Routing congestion map:
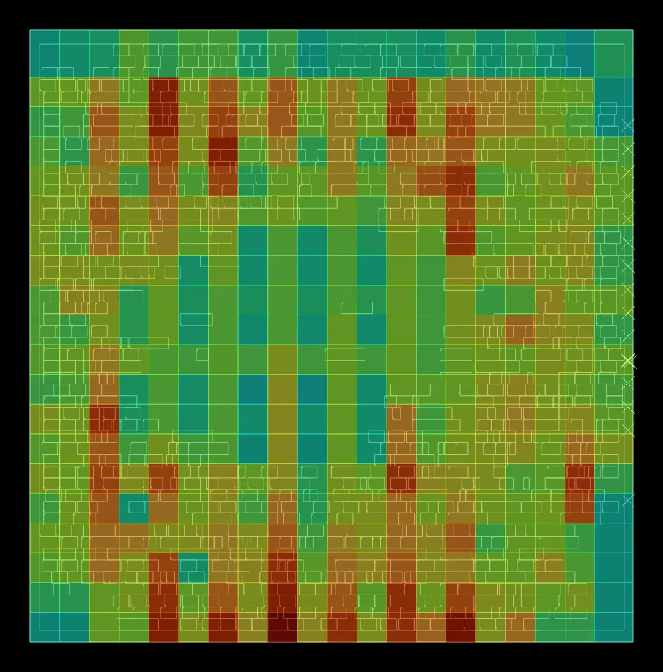
Metal layers overlaid:
The bar under the picture is 50 um long. Two of the layers only.
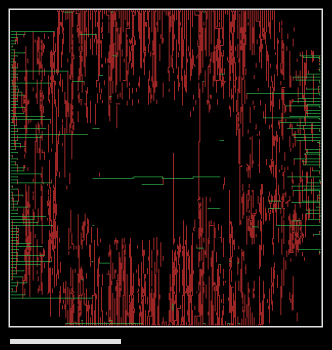
==> config.mk <==
export PLATFORM = sky130hd
export DESIGN_NAME = hash_arbiter
export DESIGN_NICKNAME = d
export VERILOG_FILES = /design/src/rtl/hash_arb_pkg.sv /design/src/rtl/hash_arbiter_rr_pick.sv /design/src/rtl/hash_arbiter.sv
export SDC_FILE = /design/constraint.sdc
export NUM_CORES = 1
export LEC_CHECK = 0
export CAP_MARGIN = 5
export CORE_AREA = 2 2 138 140
export DETAILED_ROUTE_END_ITERATION = 6
export DIE_AREA = 0 0 140 142
export PLACE_DENSITY = 0.67
export SLEW_MARGIN = 10
export SYNTH_ARGS = -nofsm -noshare
export SYNTH_HDL_FRONTEND = slang
export SYNTH_SLANG_ARGS = --single-unit
==> constraint.sdc <==
create_clock -name clk -period 5 [get_ports clk]
set_clock_uncertainty 0.1 [all_clocks]
set_input_delay 0.75 -clock clk [delete_from_list [all_inputs] [get_ports clk]]
set_output_delay 0.75 -clock clk [all_outputs]
set_load 0.05 [all_outputs]
==> out/qor.yml <==
power_and_ir_drop:
  intPower_mw: 3.26
  power_frac_comb: 0.691
  p_seq_mw: 1.19
  p_clk_mw: 0.771
  top_power_group: "combinational logic"
  max-vdd-ir-drop_mv: 0.383
place:
  place_ws_ps: 778
sta:
  setup_viol: 0
  finalCritPeriodShare: 0.918
  drv_slew: 0
  period_minus_slack_ps: 4590
  rsz0062_at_grt: "no"
route:
  first_pass_iters: 7
  route.detailed.drc: 18
  dr_wl_met2_um: 9380
clocking:
  clockBufferDepth: 2
  cts.clk_slew.worst_paths_ps: 60
  worstSkewPairLatency_ps: 340
synthesis:
  postSynthSeqShare: 0.381
  yosysChipArea_mm2: 0.00526
  ys_types: 38
  yosysWarningCount: 0
outcome:
  status: "finished, violations left"
  violations: "design-rule violations"
final_layout:
  area_growth_pct: 77.2
  fin_area_mm2: 0.00932
  nFlopsAndLatches: 80
worst_hold_path:
  hold_path.class: "reg -> reg"
worst_setup_path:
  crit_arrival_ps: 3740
  crit_type: "reg -> out"
run:
  maxCapViolCount: 0
floorplanning:
  chipArea_mm2: 0.0199
-- 'routing congestion map' (at the start) --
GRT busiest layer: met2
Overall Global Routing Usage: 0.184
met3 usage in global routing: 0.0417
met1 Resource Use GR: 0.226

-- 'metal layers overlaid' (at the start) --
legend:
  red:
    layer: M2
    wire_length: 9380 um
  green:
    layer: M3
    wire_length: 1190 um
Via Count: 5273
wire per inst: 17.1 um
DRT Wirelength: 18800 um

